Figure 1. Placed cells, one colour a class.
The bar under the picture is 20 um long.
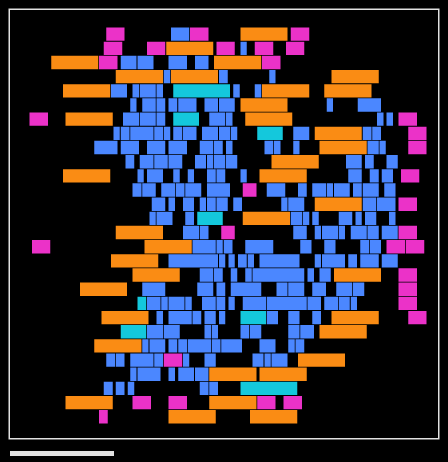
Figure 2. Clock wires, drivers and flops.
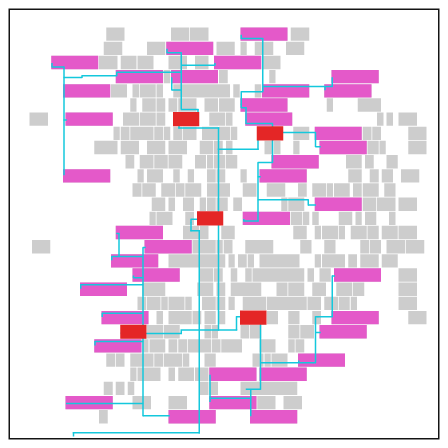
Figure 3. Supply network.
Pins as bars on the die edge. Tap cells in grey.
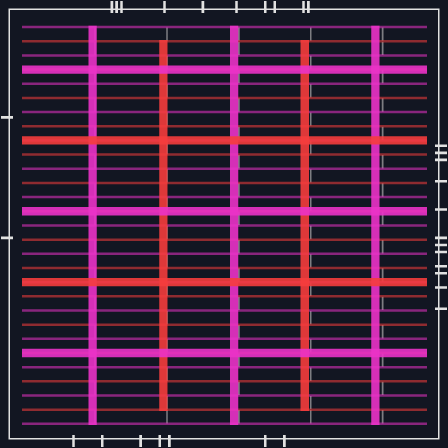
Figure 4. Register map, names as in the netlist.
Other sequential cells in the stronger grey, the rest of the logic in the fainter grey.
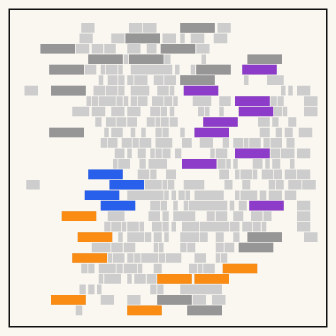
`config.mk`:
```
export PLATFORM = sky130hd
export DESIGN_NAME = fft_stage_sequencer
export DESIGN_NICKNAME = d
export VERILOG_FILES = /design/src/rtl/fft_stage_sequencer.sv
export SDC_FILE = /design/constraint.sdc
export NUM_CORES = 1
export LEC_CHECK = 0
export CAP_MARGIN = 10
export CORE_MARGIN = 2
export CORE_UTILIZATION = 40
export CTS_CLUSTER_DIAMETER = 80
export CTS_CLUSTER_SIZE = 30
export DETAILED_ROUTE_END_ITERATION = 6
export GPL_ROUTABILITY_DRIVEN = 0
export PLACE_DENSITY = 0.71
export SETUP_SLACK_MARGIN = 0.4
export SLEW_MARGIN = 20
export SYNTH_ARGS = -nofsm -noshare
export SYNTH_HDL_FRONTEND = slang
export SYNTH_SLANG_ARGS = --single-unit
```
`constraint.sdc`:
```
create_clock -name clk -period 5.6 [get_ports clk]
set_clock_uncertainty 0.2 [all_clocks]
set_input_delay 1.12 -clock clk [delete_from_list [all_inputs] [get_ports clk]]
set_output_delay 1.12 -clock clk [all_outputs]
set_load 0.01 [all_outputs]
```
`src/rtl/fft_stage_sequencer.sv`:
```
// Stage/butterfly issue sequencer for an in-place radix-2 FFT: walks FFT_N stages of N/2
// butterflies, inserting a fixed drain gap after each stage, with all outputs registered.
module fft_stage_sequencer #(
  parameter int FFT_N     = 10,
  parameter int STAGE_GAP = 8
) (
  input  logic                      clk,
  input  logic                      rst,
  input  logic                      start,
  input  logic                      hold,
  output logic                      busy,
  output logic                      done,
  output logic                      oact,
  output logic [1:0]                octrl,
  output logic [FFT_N-2:0]          oMemAddr,
  output logic [FFT_N-2:0]          oTwAddr,
  output logic [$clog2(FFT_N)-1:0]  oStage
);

  // state | meaning
  // IDLE  | waiting for start
  // RUN   | issuing butterflies of stage s (hold stalls issue)
  // GAP   | STAGE_GAP idle cycles for write-back drain
  // DONE  | one-cycle completion pulse

  localparam int KW = FFT_N - 1;
  localparam int SW = $clog2(FFT_N);
  localparam logic [KW-1:0] K_LAST   = '1;
  localparam logic [SW-1:0] S_LAST   = SW'(FFT_N - 1);
  localparam logic [7:0]    GAP_LOAD = 8'(STAGE_GAP - 1);

  typedef enum logic [1:0] {IDLE, RUN, GAP, DONE} state_t;

  state_t          state, state_nxt;
  logic [KW-1:0]   k, k_nxt;
  logic [SW-1:0]   s, s_nxt;
  logic [7:0]      gap_cnt, gap_nxt;
  logic            issue, busy_nxt, done_nxt;
  logic [1:0]      ctrl_nxt;
  logic [KW-1:0]   tw_mask, tw_nxt;

  assign oMemAddr = k;
  assign oStage   = s;

  always_ff @(posedge clk or negedge rst) begin
    if (!rst) begin
      state   <= IDLE;
      k       <= '0;
      s       <= '0;
      gap_cnt <= '0;
      busy    <= 1'b0;
      done    <= 1'b0;
      oact    <= 1'b0;
      octrl   <= 2'b00;
      oTwAddr <= '0;
    end else begin
      state   <= state_nxt;
      k       <= k_nxt;
      s       <= s_nxt;
      gap_cnt <= gap_nxt;
      busy    <= busy_nxt;
      done    <= done_nxt;
      oact    <= issue;
      // operand controls only move on an issue, so they stay frozen through stalls
      if (issue) begin
        octrl   <= ctrl_nxt;
        oTwAddr <= tw_nxt;
      end
    end
  end

  always_comb begin
    state_nxt = state;
    k_nxt     = k;
    s_nxt     = s;
    gap_nxt   = gap_cnt;
    issue     = 1'b0;
    busy_nxt  = 1'b0;
    done_nxt  = 1'b0;
    case (state)
      IDLE: begin
        if (start) begin
          state_nxt = RUN;
          k_nxt     = '0;
          s_nxt     = '0;
          issue     = 1'b1;
          busy_nxt  = 1'b1;
        end
      end
      RUN: begin
        busy_nxt = 1'b1;
        // k holds the last issued index; the last one leaves RUN regardless of hold
        if (oact && k == K_LAST) begin
          state_nxt = GAP;
          k_nxt     = '0;
          gap_nxt   = GAP_LOAD;
        end else if (!hold) begin
          issue = 1'b1;
          k_nxt = k + KW'(1);
        end
      end
      GAP: begin
        busy_nxt = 1'b1;
        if (gap_cnt == '0) begin
          if (s == S_LAST) begin
            state_nxt = DONE;
            busy_nxt  = 1'b0;
            done_nxt  = 1'b1;
          end else begin
            state_nxt = RUN;
            s_nxt     = s + SW'(1);
            k_nxt     = '0;
            issue     = 1'b1;
          end
        end else begin
          gap_nxt = gap_cnt - 8'd1;
        end
      end
      DONE: state_nxt = IDLE;
      default: state_nxt = IDLE;
    endcase
  end

  always_comb begin
    tw_mask  = (KW'(1) << s_nxt) - KW'(1);
    tw_nxt   = (k_nxt & tw_mask) << (SW'(KW) - s_nxt);
    ctrl_nxt = (s_nxt == '0) ? 2'b10 : (k_nxt[0] ? 2'b11 : 2'b00);
  end

endmodule
```
==> flow_summary.rst <==
Flow metrics
------------

.. list-table::
   :header-rows: 1

   * - Metric
     - Value
   * - Total wire length
     - 5.95 mm
   * - CP bufs+invs
     - 3
   * - Final Cycle Share
     - 0.770
   * - Combinational share of cell area
     - 0.475
   * - Post-CTS setup-driven buffer insertion count
     - 0
   * - Outcome
     - finished clean
   * - Total tool warning count
     - 28
   * - Placed Cells
     - 358
   * - Number of nets at floorplan
     - 275
   * - Post-synthesis adder-cell area fraction
     - 0.0410
   * - Commonest Layout Cell
     - dfrtp_1
   * - First-pass GRT wire length
     - 10.1 mm
   * - Cell kind with the greatest summed area
     - multi-input combinational cells
   * - Number of hold buffers added after cts
     - 0
   * - R2R Path Start
     - gap_cnt[0]$_DFFE_PN0P_
   * - Max stage delay cell, worst path
     - clkdlybuf4s50_1
   * - Clock Sinks
     - 37
   * - Busiest grt layer
     - met2
   * - Critical Path, Cell by Cell
     - clkdlybuf4s50_1 -> o21bai_1 -> a221oi_4 -> inv_2 -> nor2_1 -> nand3_1 -> ha_1 -> inv_1 -> nor2_1 -> a22oi_1 -> mux2i_1 -> a221o_1
   * - Leakage component of the power
     - between 1 and 1.5 nW
   * - Mux cell area share after synthesis
     - 0.00410
   * - Via count of the first global-routing pass
     - between 2000 and 2500
   * - CTS Buf Count
     - 5
   * - Iter 0 DRT Violations
     - 207
   * - Top cell types by occurrence after synthesis
     - dfrtp_1 (37), nand2_1 (21), nor2_1 (19), inv_1 (15), nand3_1 (15)
   * - Met3 Wirelength
     - approximately 260 um
Notes on Figure 1 above:
| class | colour | cells |
|---|---|---|
| other buffers and delay cells | magenta | 32 |
| flip-flops | orange | 37 |
| all other logic | blue | 214 |
| clock drivers and dummy loads | cyan | 8 |
Rows: 28
fraction of standard cell area that is sequential: 0.318
area of the core: 5920 um2
post-route cell area: 2920 um2
final core utilization: 0.492

Notes on Figure 2 above:
[flip-flops] magenta | count: 37
[cells driving clock nets] red | count: 5
[clock wires] cyan | length: 492 um
routed clock nets: 6
power consumed by the clock network: 0.276 mW
insertion delay at the late pin of the worst-skew pair: 290 ps
Clk network pwr share: 0.362

Notes on Figure 3 above:
| net | colour |
|---|---|
| VDD | red |
| VSS | magenta |
signal pins: 31
rows: 28
worst voltage drop across the vdd grid: 0.133 mV
Die Span X: 82.2 um
Die Span Y: 82.2 um

Notes on Figure 4 above:
| netlist name | colour | placed flops |
|---|---|---|
| `oStage` | blue | 4 |
| `gap_cnt` | orange | 8 |
| `oMemAddr` | purple | 9 |
not coloured: 16
area of all sequential standard cells: 926 um2
flip-flop and latch power: 0.322 mW

[worst paths after layout]
| path | end | cells after the start | slack [ps] |
|---|---|---|---|
| min reg2reg | gap_cnt[0]$_DFFE_PN0P_ | 1 | 270 |
| max reg2reg | oTwAddr[4]$_DFFE_PN0P_ | 13 | 1450 |
| min in group asynchronous | gap_cnt[0]$_DFFE_PN0P_ | 1 | 710 |
| min | gap_cnt[0]$_DFFE_PN0P_ | 1 | 270 |
| max in group asynchronous | oTwAddr[6]$_DFFE_PN0P_ | 1 | 3970 |
| max | oTwAddr[4]$_DFFE_PN0P_ | 12 | 1290 |
[power by group]
group / total (mW) / leakage (nW) / internal [mW] / switching, mW
Combinational: 0.164 / 0.668 / 0.0779 / 0.0862
Sequential: 0.322 / 0.479 / 0.287 / 0.0349
Clock: 0.276 / 0.0681 / 0.177 / 0.0989
Power figures rest on the tool's default switching activity, not on a simulated workload.
